==> src/rtl/uop_issue_queue.sv <==
// Circular micro-op issue queue between the decoder and the backend.
// Optional statistics counters are enabled with `define UOP_ISSUE_QUEUE_STATS_EN.
package uop_issue_queue_pkg;
  typedef enum logic [3:0] {
    UOP_INT_ALU  = 4'd0,
    UOP_INT_MUL  = 4'd1,
    UOP_LD_U8    = 4'd2,
    UOP_ST_U8    = 4'd3,
    UOP_CAP_JUMP = 4'd4,
    UOP_LINK     = 4'd5,
    UOP_BRANCH   = 4'd6,
    UOP_CSR      = 4'd7
  } uop_tag_t;
endpackage

module uop_issue_queue
  import uop_issue_queue_pkg::*;
#(
  parameter int MAX_UOPS = 2,
  parameter int ISSUE_W  = 2,
  parameter int DEPTH    = 8,
  parameter int CNT_W    = $clog2(MAX_UOPS + 1),
  parameter int OCC_W    = $clog2(DEPTH + 1)
) (
  input  logic               clk_i,
  input  logic               rst_i,
  input  logic               in_valid_i,
  output logic               in_ready_o,
  input  logic               in_match_i,
  input  logic [CNT_W-1:0]   in_count_i,
  input  uop_tag_t           in_tags_i [MAX_UOPS],
  output logic [ISSUE_W-1:0] out_valid_o,
  output uop_tag_t           out_tags_o [ISSUE_W],
  input  logic               out_ready_i,
  input  logic               flush_i,
  output logic               illegal_o,
`ifdef UOP_ISSUE_QUEUE_STATS_EN
  output logic [31:0]        stat_enq_uops_o,
  output logic [31:0]        stat_full_cycles_o,
  output logic [15:0]        stat_miss_o,
`endif
  output logic [OCC_W-1:0]   occupancy_o
);

  localparam int PTR_W = $clog2(DEPTH);

  uop_tag_t             mem [DEPTH];
  logic [PTR_W-1:0]     head_reg, tail_reg, head_next, tail_next;
  logic [OCC_W-1:0]     occ_reg, occ_next;
  logic                 illegal_reg;
  logic [ISSUE_W-1:0]   out_valid_reg, out_valid_next;
  uop_tag_t             out_tags_reg [ISSUE_W];
  uop_tag_t             out_tags_next [ISSUE_W];

  logic                 enq_fire, miss_fire, deq_fire;
  logic [CNT_W-1:0]     cnt_clamped;
  logic [OCC_W-1:0]     enq_cnt, deq_cnt;
  logic [MAX_UOPS-1:0]  wr_en;
  logic [PTR_W-1:0]     wr_idx [MAX_UOPS];

  assign in_ready_o = (occ_reg <= OCC_W'(DEPTH - MAX_UOPS));
  assign enq_fire   = in_valid_i & in_ready_o & in_match_i & ~flush_i;
  assign miss_fire  = in_valid_i & in_ready_o & ~in_match_i & ~flush_i;
  assign deq_fire   = out_ready_i & out_valid_reg[0] & ~flush_i;

  assign cnt_clamped = (in_count_i > CNT_W'(MAX_UOPS)) ? CNT_W'(MAX_UOPS) : in_count_i;
  assign enq_cnt     = enq_fire ? OCC_W'(cnt_clamped) : '0;
  assign deq_cnt     = !deq_fire ? '0 :
                       (occ_reg < OCC_W'(ISSUE_W)) ? occ_reg : OCC_W'(ISSUE_W);

  assign occ_next  = flush_i ? '0 : occ_reg + enq_cnt - deq_cnt;
  assign head_next = flush_i ? '0 : head_reg + PTR_W'(deq_cnt);
  assign tail_next = flush_i ? '0 : tail_reg + PTR_W'(enq_cnt);

  generate
    for (genvar gi = 0; gi < MAX_UOPS; gi++) begin : g_wr
      assign wr_en[gi]  = enq_fire && (CNT_W'(gi) < cnt_clamped);
      assign wr_idx[gi] = tail_reg + PTR_W'(gi);
    end

    // Output lanes are precomputed from next-state so they can be registered;
    // entries written this cycle are forwarded into the register, not to the port.
    for (genvar gi = 0; gi < ISSUE_W; gi++) begin : g_rd
      logic [PTR_W-1:0] rd_idx;
      uop_tag_t         lane_tag;
      assign rd_idx = head_next + PTR_W'(gi);
      always_comb begin
        lane_tag = mem[rd_idx];
        for (int j = 0; j < MAX_UOPS; j++) begin
          if (wr_en[j] && (wr_idx[j] == rd_idx)) lane_tag = in_tags_i[j];
        end
      end
      assign out_valid_next[gi] = (occ_next > OCC_W'(gi));
      assign out_tags_next[gi]  = out_valid_next[gi] ? lane_tag : UOP_INT_ALU;
    end
  endgenerate

  always_ff @(posedge clk_i) begin
    if (!rst_i) begin
      for (int j = 0; j < MAX_UOPS; j++) begin
        if (wr_en[j]) mem[wr_idx[j]] <= in_tags_i[j];
      end
    end
  end

  always_ff @(posedge clk_i) begin
    if (rst_i) begin
      head_reg      <= '0;
      tail_reg      <= '0;
      occ_reg       <= '0;
      illegal_reg   <= 1'b0;
      out_valid_reg <= '0;
      for (int k = 0; k < ISSUE_W; k++) out_tags_reg[k] <= UOP_INT_ALU;
    end else begin
      head_reg      <= head_next;
      tail_reg      <= tail_next;
      occ_reg       <= occ_next;
      out_valid_reg <= out_valid_next;
      for (int k = 0; k < ISSUE_W; k++) out_tags_reg[k] <= out_tags_next[k];
      if (flush_i)        illegal_reg <= 1'b0;
      else if (miss_fire) illegal_reg <= 1'b1;
    end
  end

  assign out_valid_o = out_valid_reg;
  assign out_tags_o  = out_tags_reg;
  assign illegal_o   = illegal_reg;
  assign occupancy_o = occ_reg;

`ifdef UOP_ISSUE_QUEUE_STATS_EN
  logic [31:0] stat_enq_reg, stat_full_reg;
  logic [15:0] stat_miss_reg;
  logic [32:0] enq_sum;

  assign enq_sum = {1'b0, stat_enq_reg} + 33'(enq_cnt);

  // Counters saturate and survive flush; only reset clears them.
  always_ff @(posedge clk_i) begin
    if (rst_i) begin
      stat_enq_reg  <= '0;
      stat_full_reg <= '0;
      stat_miss_reg <= '0;
    end else begin
      stat_enq_reg <= enq_sum[32] ? '1 : enq_sum[31:0];
      if (in_valid_i && !in_ready_o && (stat_full_reg != '1)) stat_full_reg <= stat_full_reg + 32'd1;
      if (miss_fire && (stat_miss_reg != '1)) stat_miss_reg <= stat_miss_reg + 16'd1;
    end
  end

  assign stat_enq_uops_o    = stat_enq_reg;
  assign stat_full_cycles_o = stat_full_reg;
  assign stat_miss_o        = stat_miss_reg;
`endif

`ifndef SYNTHESIS
  always_ff @(posedge clk_i) begin
    if (!rst_i) assert (occ_reg <= OCC_W'(DEPTH));
  end
`endif

endmodule
==> config.mk <==
export PLATFORM = sky130hd
export DESIGN_NAME = uop_issue_queue
export DESIGN_NICKNAME = d
export VERILOG_FILES = /design/src/rtl/uop_issue_queue.sv
export SDC_FILE = /design/constraint.sdc
export NUM_CORES = 1
export LEC_CHECK = 0
export ABC_CLOCK_PERIOD_IN_PS = 4850
export CAP_MARGIN = 20
export CELL_PAD_IN_SITES_DETAIL_PLACEMENT = 1
export CELL_PAD_IN_SITES_GLOBAL_PLACEMENT = 2
export CORE_MARGIN = 3
export CORE_UTILIZATION = 30
export DETAILED_ROUTE_END_ITERATION = 8
export GPL_TIMING_DRIVEN = 0
export PLACE_DENSITY = 0.62
export SETUP_SLACK_MARGIN = 0.5
export SYNTH_ARGS = -nofsm -noshare
export SYNTH_HDL_FRONTEND = slang
export SYNTH_SLANG_ARGS = --single-unit
==> constraint.sdc <==
create_clock -name clk_i -period 4.85 [get_ports clk_i]
set_input_delay 0.7275 -clock clk_i [delete_from_list [all_inputs] [get_ports clk_i]]
set_output_delay 0.7275 -clock clk_i [all_outputs]
set_load 0.1 [all_outputs]
==> results.ini <==
[hold_path]
holdPathStages=2
hp-class=flop to flop
hp-start=illegal_o
min_to=illegal_o

[logic_synthesis]
ff_type=edfxtp_1
synth-edff-count=32
synth_flop_count=53
ys_cells=320
syn_inst=320
synth_area_sq_um=3498
seq_area_frac_synth=0.3948
synth_area_per_cell_sq_um=10.93

[grt]
grtUsageTotal=0.1681
grt_pass1_wl_mm=16.56
antenna_found_initial=0

[setup_path]
crit_path_end=out_tags_o[3]
cp_cell_sequence=clkdlybuf4s50_1 -> and4b_1 -> buf_2 -> nand2_1 -> nor2_1 -> fa_1 -> ha_1 -> a21o_1 -> a21oi_1 -> xnor2_1 -> a21oi_1 -> a21bo_2 -> o32ai_1
criticalPathCategory=input pin to flop
reg2reg_depth=14
cp_max_fo=7
cp_common_cell=a21oi_1
cp.depth=13
crit_start=in_match_i
crit_path_end_kind=flop
arrival_ns=4.10
reg2reg_to=out_tags_o[3]
rrSetupSlack_ns=1.06
critPathLaunchType=input pin
slowest_stage=fa_1
critPathTopFamily=AND-OR/OR-AND gates
cp_num_buf_inv=2
required_ns=5.05

[layout]
layout_top_cell=edfxtp_1
fin_nets=382
fin_util=0.3694
final_cell_mix=edfxtp_1, mux2_2, clkdlybuf4s50_1, dfxtp_1, nor2_1
largest_register_ffs=32
diodes=0

[timing]
worstMarginPinSlew_ns=0.9649
rsz0062_at_grt=no
tns_ns=0
layout_min_cycle_time_ns=3.899
fin_ws_ns=0.9512
whs_ns=0.4779
period_used_share=0.8039
slew_headroom=0.3547
finalHoldViolCount=0

[die]
coreArea_sq_um=11130
rows=38
die_h_um=114.0

[detailed_routing]
dr.pass1.iters=4
viasPerCell=5.381
drc=0

[clock_network]
clock_latency_ns=0.31
post-cts-setup-buffers=1
cts_made_buffers=5
cts_tree=done
root_buffer=clkbuf_16

[placement]
hpwl_mm=8.016
placed_area_sq_um=3904
dp_slack_ns=-0.4648

[power_and_ir_drop]
p_comb_frac=0.153
ir_drop_v=0.0002331
p_total_mw=1.014
power.leakage_nw=1.453
p_sw_mw=0.2882
sequentialPowerShare=0.482
power.internal_mw=0.7257
switching_share=0.2842

[outcome]
status=finished clean

## layout make-up
class                      instances  area, sq um
fill                            1258         7015
multi-input combinational        227         1977
sequential                        53         1381
timing repair buffer              25        245.2
tap                              140        175.2
clock buffer                       5        125.1
buffer                            24        125.1
inverter                          16        60.06
clock inverter                     3        21.27
## per-layer routing
metal	vias to the layer above	global-route usage	part of all wire
met3	5	0.03501	0.041
met1	1334	0.2391	0.49
met4	0	0.03088	0.0066
met5	-	0	0
li1	1267	-	-
met2	47	0.2670	0.46
## cells in the mapped netlist, types with 6 or more instances
cell type	instances	area (sq um)
mux2_2	23	259.0
buf_1	8	30.03
nand2_1	12	45.04
a21oi_1	6	30.03
and2_1	8	50.05
nor3_1	7	35.03
inv_1	15	56.30
xnor2_1	10	87.58
mux2_1	9	101.4
dfxtp_1	21	420.4
nand3_1	8	40.04
edfxtp_1	32	960.9
nor2_1	19	71.32
o22ai_1	7	43.79
a31oi_1	8	50.05
ha_1	10	125.1
clkbuf_1	10	37.54
mux4_2	8	180.2
## power by group through the flow
| stage | Clock, mW | Combinational, mW | Sequential [mW] |
|---|---|---|---|
| 5_1_grt | 0.402 | 0.166 | 0.490 |
| 4_1_cts | 0.383 | 0.155 | 0.489 |
| 2_1_floorplan | 0 | 0.0601 | 0.549 |
| 3_5_place_dp | 0 | 0.154 | 0.500 |
| 6_report | 0.370 | 0.155 | 0.489 |
| 3_3_place_gp | 0 | 0.152 | 0.499 |
## cell families (layout without fill, tap and decap cells)
logic type,Yosys count,count (layout),synth area share
simple gates,85,85,0.1434
buf+inv,40,73,0.04971
mux,46,46,0.1745
compound gates,68,68,0.1438
fa+ha+maj,14,14,0.05866
flops,53,53,0.3948
xor+xnor,14,14,0.03505
Figure 1. Met2 routing.
Cells faint in the background.
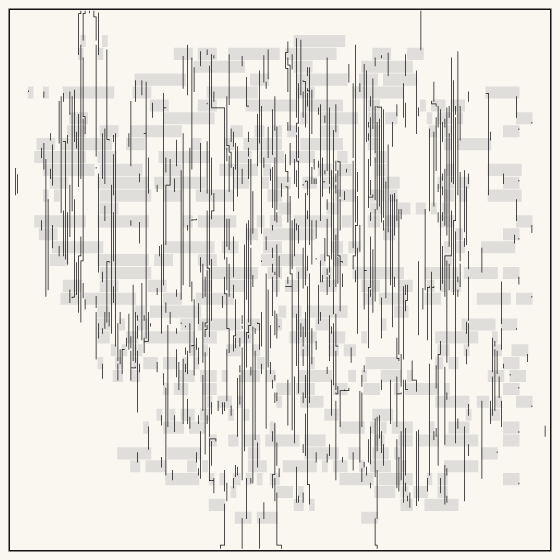
share of all routed wire: 46%
longest straight run: 54.1 um
nets with wire on the layer: 336
wire length on this layer: 4780 um
main direction: vertical
detailed-route via count: 2653
M2 GR Usage: 0.2670
final WL: 10.32 mm

Figure 2. Port wiring.
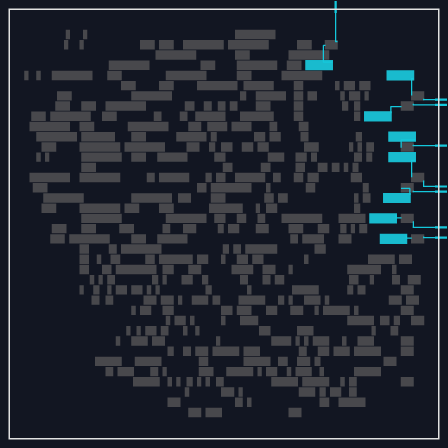
[cyan] out_tags_o | bits: 8 | direction: output | end cells: 8 | buffers: 8 | wire: 83.4 um
number of I/O pins: 32
input/output buffers: 23

No activity file was given, so power comes from the tool's default toggle rates.
